===== src/rtl/csr_pkg.sv =====
// Shared types and constants for the Zicsr issue sequencer.
package csr_pkg;

   localparam int CSR_PKG_ADDR_W = 12;

   localparam logic [2:0] CSR_F3_CSRRW  = 3'b001;
   localparam logic [2:0] CSR_F3_CSRRS  = 3'b010;
   localparam logic [2:0] CSR_F3_CSRRC  = 3'b011;
   localparam logic [2:0] CSR_F3_CSRRWI = 3'b101;
   localparam logic [2:0] CSR_F3_CSRRSI = 3'b110;
   localparam logic [2:0] CSR_F3_CSRRCI = 3'b111;

   localparam logic [1:0] CSR_RO_PREFIX = 2'b11;

   typedef enum logic [1:0] {
      CSR_OP_RW,
      CSR_OP_RS,
      CSR_OP_RC
   } csr_op_t;

   typedef enum logic [1:0] {
      CSR_SEQ_IDLE,
      CSR_SEQ_READ,
      CSR_SEQ_WRITE,
      CSR_SEQ_RESP
   } csr_seq_state_t;

   typedef struct packed {
      logic                      read_enable;
      logic                      write_enable;
      logic [CSR_PKG_ADDR_W-1:0] addr;
   } csr_params_t;

   // funct3[1:0] selects the operation; funct3[2] only selects the uimm source.
   function automatic csr_op_t f3_to_op(input logic [2:0] f3);
      case (f3[1:0])
         2'b10:   return CSR_OP_RS;
         2'b11:   return CSR_OP_RC;
         default: return CSR_OP_RW;
      endcase
   endfunction

   function automatic logic f3_is_illegal(input logic [2:0] f3);
      return f3[1:0] == 2'b00;
   endfunction

endpackage


===== src/rtl/csr_op_alu.sv =====
// Combinational Zicsr new-value computation: RW writes src, RS sets bits, RC clears bits.
module csr_op_alu
   import csr_pkg::*;
#(
   parameter int XLEN = 32
) (
   input  csr_op_t          op,
   input  logic [XLEN-1:0]  old_value,
   input  logic [XLEN-1:0]  src_value,
   output logic [XLEN-1:0]  new_value
);

   // NOTE: assigning a default before the case keeps every path driven, so no latch is inferred.
   always_comb begin
      new_value = src_value;
      case (op)
         CSR_OP_RS: new_value = old_value | src_value;
         CSR_OP_RC: new_value = old_value & ~src_value;
         default:   new_value = src_value;
      endcase
   end

endmodule


===== src/rtl/csr_rmw_sequencer.sv =====
// Zicsr issue stage: read CSR, optionally write the modified value, return old value to writeback.
// Optional feature macro: CSR_SIDE_EFFECT_SUPPRESS_EN (zero-source RS/RC skips the write).
module csr_rmw_sequencer
   import csr_pkg::*;
#(
   parameter int XLEN       = 32,
   parameter int CSR_ADDR_W = 12,
   parameter int REG_IDX_W  = 5
) (
   input  logic                  clock,
   input  logic                  reset_n,
   input  logic                  flush,
   input  logic                  req_valid,
   output logic                  req_ready,
   input  logic [2:0]            req_funct3,
   input  logic [CSR_ADDR_W-1:0] req_addr,
   input  logic [REG_IDX_W-1:0]  req_rs1_idx,
   input  logic [XLEN-1:0]       req_rs1_val,
   input  logic [REG_IDX_W-1:0]  req_rd_idx,
   output csr_params_t           csr_params,
   output logic [XLEN-1:0]       csr_reg_in,
   input  logic [XLEN-1:0]       csr_read_value,
   input  logic                  csr_illegal,
   output logic                  rsp_valid,
   input  logic                  rsp_ready,
   output logic [REG_IDX_W-1:0]  rsp_rd_idx,
   output logic                  rsp_rd_we,
   output logic [XLEN-1:0]       rsp_rd_value,
   output logic                  rsp_exception
);

   csr_seq_state_t        r_state;
   csr_seq_state_t        w_next_state;
   logic [CSR_ADDR_W-1:0] r_addr;
   csr_op_t               r_op;
   logic                  r_imm;
   logic [REG_IDX_W-1:0]  r_rs1_idx;
   logic [XLEN-1:0]       r_rs1_val;
   logic [REG_IDX_W-1:0]  r_rd_idx;
   logic [XLEN-1:0]       r_old;
   logic                  r_exc;

   logic                  w_accept;
   logic [XLEN-1:0]       w_src;
   logic [XLEN-1:0]       w_new;
   logic                  w_write_needed;
   logic                  w_ro_viol;
   logic                  w_in_resp;

   assign w_accept  = (r_state == CSR_SEQ_IDLE) && req_valid && !flush;
   assign w_src     = r_imm ? XLEN'(r_rs1_idx) : r_rs1_val;
   assign w_in_resp = (r_state == CSR_SEQ_RESP);

`ifdef CSR_SIDE_EFFECT_SUPPRESS_EN
   // A zero mask (x0 or uimm 0) makes RS/RC pure reads, so read-only CSRs stay readable.
   assign w_write_needed = (r_op == CSR_OP_RW) || (r_rs1_idx != '0);
`else
   assign w_write_needed = 1'b1;
`endif

   assign w_ro_viol = (r_addr[CSR_ADDR_W-1 -: 2] == CSR_RO_PREFIX) && w_write_needed;

   csr_op_alu #(.XLEN(XLEN)) u_alu (
      .op        (r_op),
      .old_value (r_old),
      .src_value (w_src),
      .new_value (w_new)
   );

   // NOTE: sequential state uses non-blocking assignments so every register samples pre-edge values.
   always_ff @(posedge clock or negedge reset_n) begin
      if (!reset_n) begin
         r_state <= CSR_SEQ_IDLE;
      end else begin
         r_state <= w_next_state;
      end
   end

   // NOTE: the request registers are reset too; they are small and keep outputs deterministic.
   always_ff @(posedge clock or negedge reset_n) begin
      if (!reset_n) begin
         r_addr    <= '0;
         r_op      <= CSR_OP_RW;
         r_imm     <= 1'b0;
         r_rs1_idx <= '0;
         r_rs1_val <= '0;
         r_rd_idx  <= '0;
         r_old     <= '0;
         r_exc     <= 1'b0;
      end else if (w_accept) begin
         r_addr    <= req_addr;
         r_op      <= f3_to_op(req_funct3);
         r_imm     <= req_funct3[2];
         r_rs1_idx <= req_rs1_idx;
         r_rs1_val <= req_rs1_val;
         r_rd_idx  <= req_rd_idx;
         r_old     <= '0;
         r_exc     <= f3_is_illegal(req_funct3);
      end else if (r_state == CSR_SEQ_READ) begin
         r_old <= csr_read_value;
         r_exc <= csr_illegal | w_ro_viol;
      end
   end

   always_comb begin
      w_next_state = r_state;
      case (r_state)
         CSR_SEQ_IDLE: begin
            if (w_accept) begin
               w_next_state = f3_is_illegal(req_funct3) ? CSR_SEQ_RESP : CSR_SEQ_READ;
            end
         end
         CSR_SEQ_READ: begin
            if (csr_illegal || w_ro_viol) begin
               w_next_state = CSR_SEQ_RESP;
            end else if (w_write_needed) begin
               w_next_state = CSR_SEQ_WRITE;
            end else begin
               w_next_state = CSR_SEQ_RESP;
            end
         end
         CSR_SEQ_WRITE: w_next_state = CSR_SEQ_RESP;
         CSR_SEQ_RESP: begin
            if (rsp_ready) begin
               w_next_state = CSR_SEQ_IDLE;
            end
         end
         default: w_next_state = CSR_SEQ_IDLE;
      endcase
      if (flush) begin
         w_next_state = CSR_SEQ_IDLE;
      end
   end

   // Outputs decode purely from state, so an async reset drops them without waiting for a clock.
   always_comb begin
      req_ready               = (r_state == CSR_SEQ_IDLE);
      csr_params              = '0;
      csr_params.read_enable  = (r_state == CSR_SEQ_READ);
      csr_params.write_enable = (r_state == CSR_SEQ_WRITE) && !flush;
      if ((r_state == CSR_SEQ_READ) || (r_state == CSR_SEQ_WRITE)) begin
         csr_params.addr = r_addr;
      end
      csr_reg_in    = (r_state == CSR_SEQ_WRITE) ? w_new : '0;
      rsp_valid     = w_in_resp && !flush;
      rsp_rd_idx    = w_in_resp ? r_rd_idx : '0;
      rsp_rd_we     = w_in_resp && !r_exc && (r_rd_idx != '0);
      rsp_rd_value  = (w_in_resp && !r_exc) ? r_old : '0;
      rsp_exception = w_in_resp && r_exc;
   end

endmodule

===== config.mk =====
export PLATFORM = sky130hd
export DESIGN_NAME = csr_rmw_sequencer
export DESIGN_NICKNAME = d
export VERILOG_FILES = /design/src/rtl/csr_pkg.sv /design/src/rtl/csr_op_alu.sv /design/src/rtl/csr_rmw_sequencer.sv
export SDC_FILE = /design/constraint.sdc
export NUM_CORES = 1
export LEC_CHECK = 0
export CORE_MARGIN = 10
export CORE_UTILIZATION = 50
export CTS_BUF_LIST = sky130_fd_sc_hd__clkbuf_4
export CTS_CLUSTER_SIZE = 8
export DETAILED_ROUTE_END_ITERATION = 10
export PLACE_DENSITY_LB_ADDON = 0.05
export RECOVER_POWER = 50
export SYNTH_ARGS = -nofsm -noshare
export SYNTH_HDL_FRONTEND = slang
export SYNTH_SLANG_ARGS = --single-unit

===== constraint.sdc =====
create_clock -name clock -period 2.2 [get_ports clock]
set_input_delay 0.33 -clock clock [delete_from_list [all_inputs] [get_ports clock]]
set_output_delay 0.33 -clock clock [all_outputs]
set_load 0.05 [all_outputs]

Figure 1. Layout detail (run 1).
Region (35, 59) to (85, 109) um. Cells in gray, sequential cells in the stronger gray; small squares are vias.
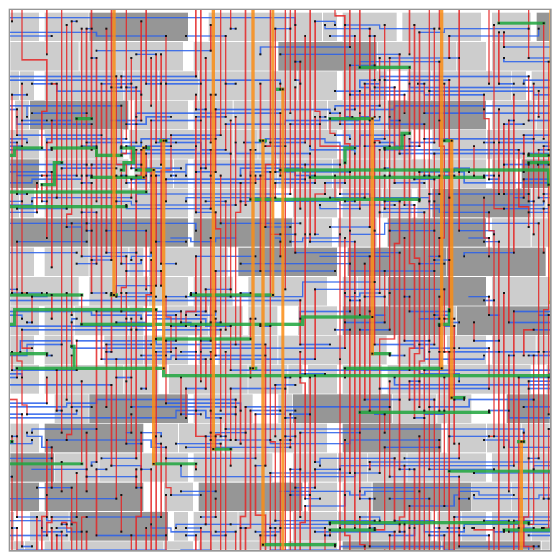
red -> met2
orange -> met4
blue -> met1
green -> met3
sequential cells in the window = 23
most frequent = dfrtp_1 (22), buf_12 (19), clkdlybuf4s50_1 (18)
cells with their middle in the window = 168
netlist names of flops here include = r_rs1_val (12), r_old (9)

Figure 2. Cell sizes after repair (run 1).
(2 px per um)
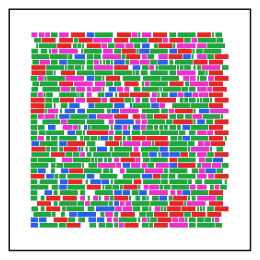
blue -> drive 2  # cells 73
magenta -> drive 3 to 4  # cells 130
green -> drive 1 or less  # cells 368
red -> drive 6 and up  # cells 100
area grow syn2layout: 80.08%
final worst setup slack: -0.3235 ns
nonclk buf count: 224

==> results.sh, run 1 <==
# source this file to load flow results
export IMPL_netlist_instances=463
export IMPL_status="finished with violations"
export IMPL_place_congestion=0.8482
export IMPL_crit_path_cell_trace="buf_4 -> inv_1 -> ha_1 -> nor2_4 -> buf_12 -> a221oi_4 -> buf_4 -> buf_12"
export IMPL_violations="negative setup slack"
export IMPL_comb_cells=333
export IMPL_antenna_left=0
export IMPL_ys_warn_count=0
export IMPL_fmax_mhz=396.3
export IMPL_reg_top3="r_old x32, r_rs1_val x32, r_addr x12"
export IMPL_worst_slack_ns=-0.3235
export IMPL_synth_top_area_share_pct=46.16
export IMPL_hold_end="r_old[24]"
export IMPL_worstPathRequired_ns=1.87
export IMPL_mostFrequentLayoutCells="93 x clkdlybuf4s50_1, 89 x dfrtp_1, 84 x buf_12"
export IMPL_synth_logic_top_family="simple AND/OR/NAND/NOR gates"
export IMPL_postSynthSeqShare_pct=46.16
export IMPL_drv_slew=0
export IMPL_finalSetupViolations=128
export IMPL_cts_tree="done"
export IMPL_wl_met1_mm=8.190
export IMPL_antennaDiodeCount=0
Figure 3. Cell outlines without signal wires (run 1).
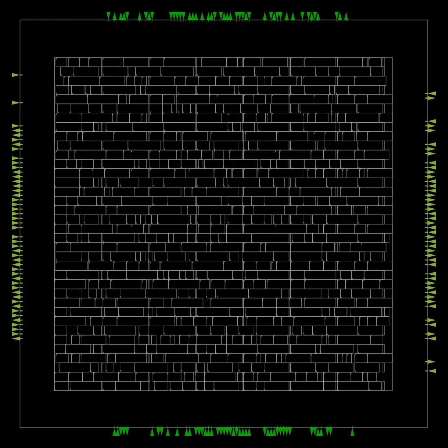
Finished Core Util: 92.31%
post-layout instance count excluding filler cells: 804

run 1: cells in the mapped netlist, drive strengths merged, types with 2 or more instances:
| cell type | count |
|---|---|
| a21oi | 2 |
| o21ai | 5 |
| mux2 | 55 |
| mux2i | 37 |
| inv | 6 |
| a221oi | 31 |
| nand2b | 61 |
| ha | 6 |
| clkbuf | 22 |
| and2 | 50 |
| nand2 | 36 |
| buf | 10 |
| nor2 | 36 |
| dfrtp | 92 |
run 1: metrics by stage:
step	setup TNS (ns)	instances	util [%]	cell area, um^2
after floorplan	-10.25	463	-	5030
after global placement	0	769	80.17	7800
after detailed placement	-0.03331	769	80.17	7800
after CTS	-6.143	796	89.57	8715
after global routing	-28.52	804	92.31	8981
final	-21.05	804	92.31	8981
Figure 4. Routed metal per tile (run 1).
(3 px per um) 24 x 24 tiles, from dark purple (low) to yellow (high), scaled to the fullest tile. Values are wire area over tile area, all layers added.
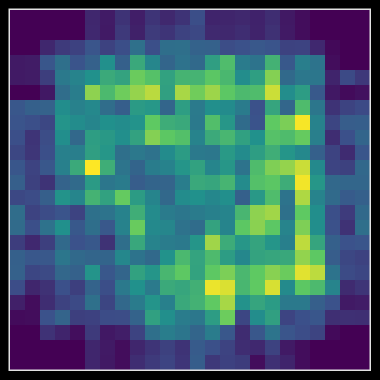

==> run 1 -> run 2 <==
- CORE_MARGIN: 10 -> 1
Figure 5. Routed metal per tile (run 2).
(4 px per um) 20 x 20 tiles, from dark purple (low) to yellow (high), scaled to the fullest tile. Values are wire area over tile area, all layers added.
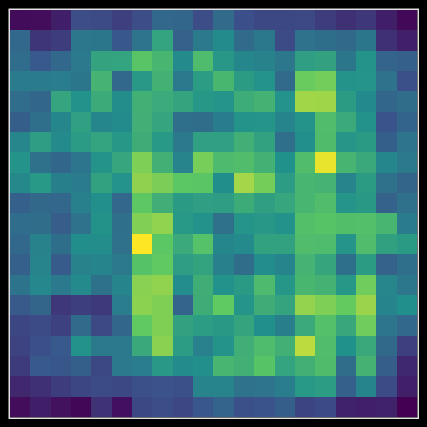
emptiest ninth of the die = bottom left
tiles over half the peak = 46%
nearly empty tiles = 0.50%

==> results.sh, run 2 <==
# source this file to load flow results
export IMPL_status="finished with violations"
export IMPL_violations="negative setup slack"
export IMPL_mostFrequentLayoutCells="93 x clkdlybuf4s50_1, 90 x dfrtp_1, 89 x buf_12"
export IMPL_worst_slack_ns=-0.3435
export IMPL_finalSetupViolations=80
export IMPL_synth_logic_top_family="simple AND/OR/NAND/NOR gates"
export IMPL_hold_end="r_rs1_val[5]"
export IMPL_top_cell="dfrtp_1"
export IMPL_stdcell_count=817
export IMPL_place_congestion=0.7846
export IMPL_ys_warn_count=0
export IMPL_wl_met1_mm=8.171
export IMPL_worstPathRequired_ns=1.87
export IMPL_antennaDiodeCount=1
export IMPL_netlist_instances=463
export IMPL_drv_slew=0
export IMPL_fmax_mhz=393.2
export IMPL_postSynthSeqShare_pct=46.16
export IMPL_crit_path_cell_trace="buf_12 -> mux2i_1 -> nand2_1 -> a221oi_2 -> buf_4 -> buf_12"
export IMPL_antenna_left=0
[run 2: cell counts after synthesis]
Identical to the previous run, type by type.
[run 2: through the flow]
step | setup slack [ns] | power, mW | utilization [%] | area [um^2]
final | -0.3435 | 14.19 | 94.37 | 9181
after global routing | -0.4192 | 14.56 | 94.37 | 9181
after CTS | -0.2607 | 12.73 | 92.34 | 8984
after detailed placement | -0.2021 | 9.825 | 80.63 | 7845
after global placement | -0.09655 | 9.551 | 80.63 | 7845
after floorplan | -0.4124 | 7.015 | - | 5030
[run 2: report_power, final]
part	internal [mW]	switching, mW	total (mW)
logic	4.55	5.39	9.94
registers	2.50	0.864	3.36
clock network	0.224	0.666	0.890
No activity file was given, so power comes from the tool's default toggle rates.
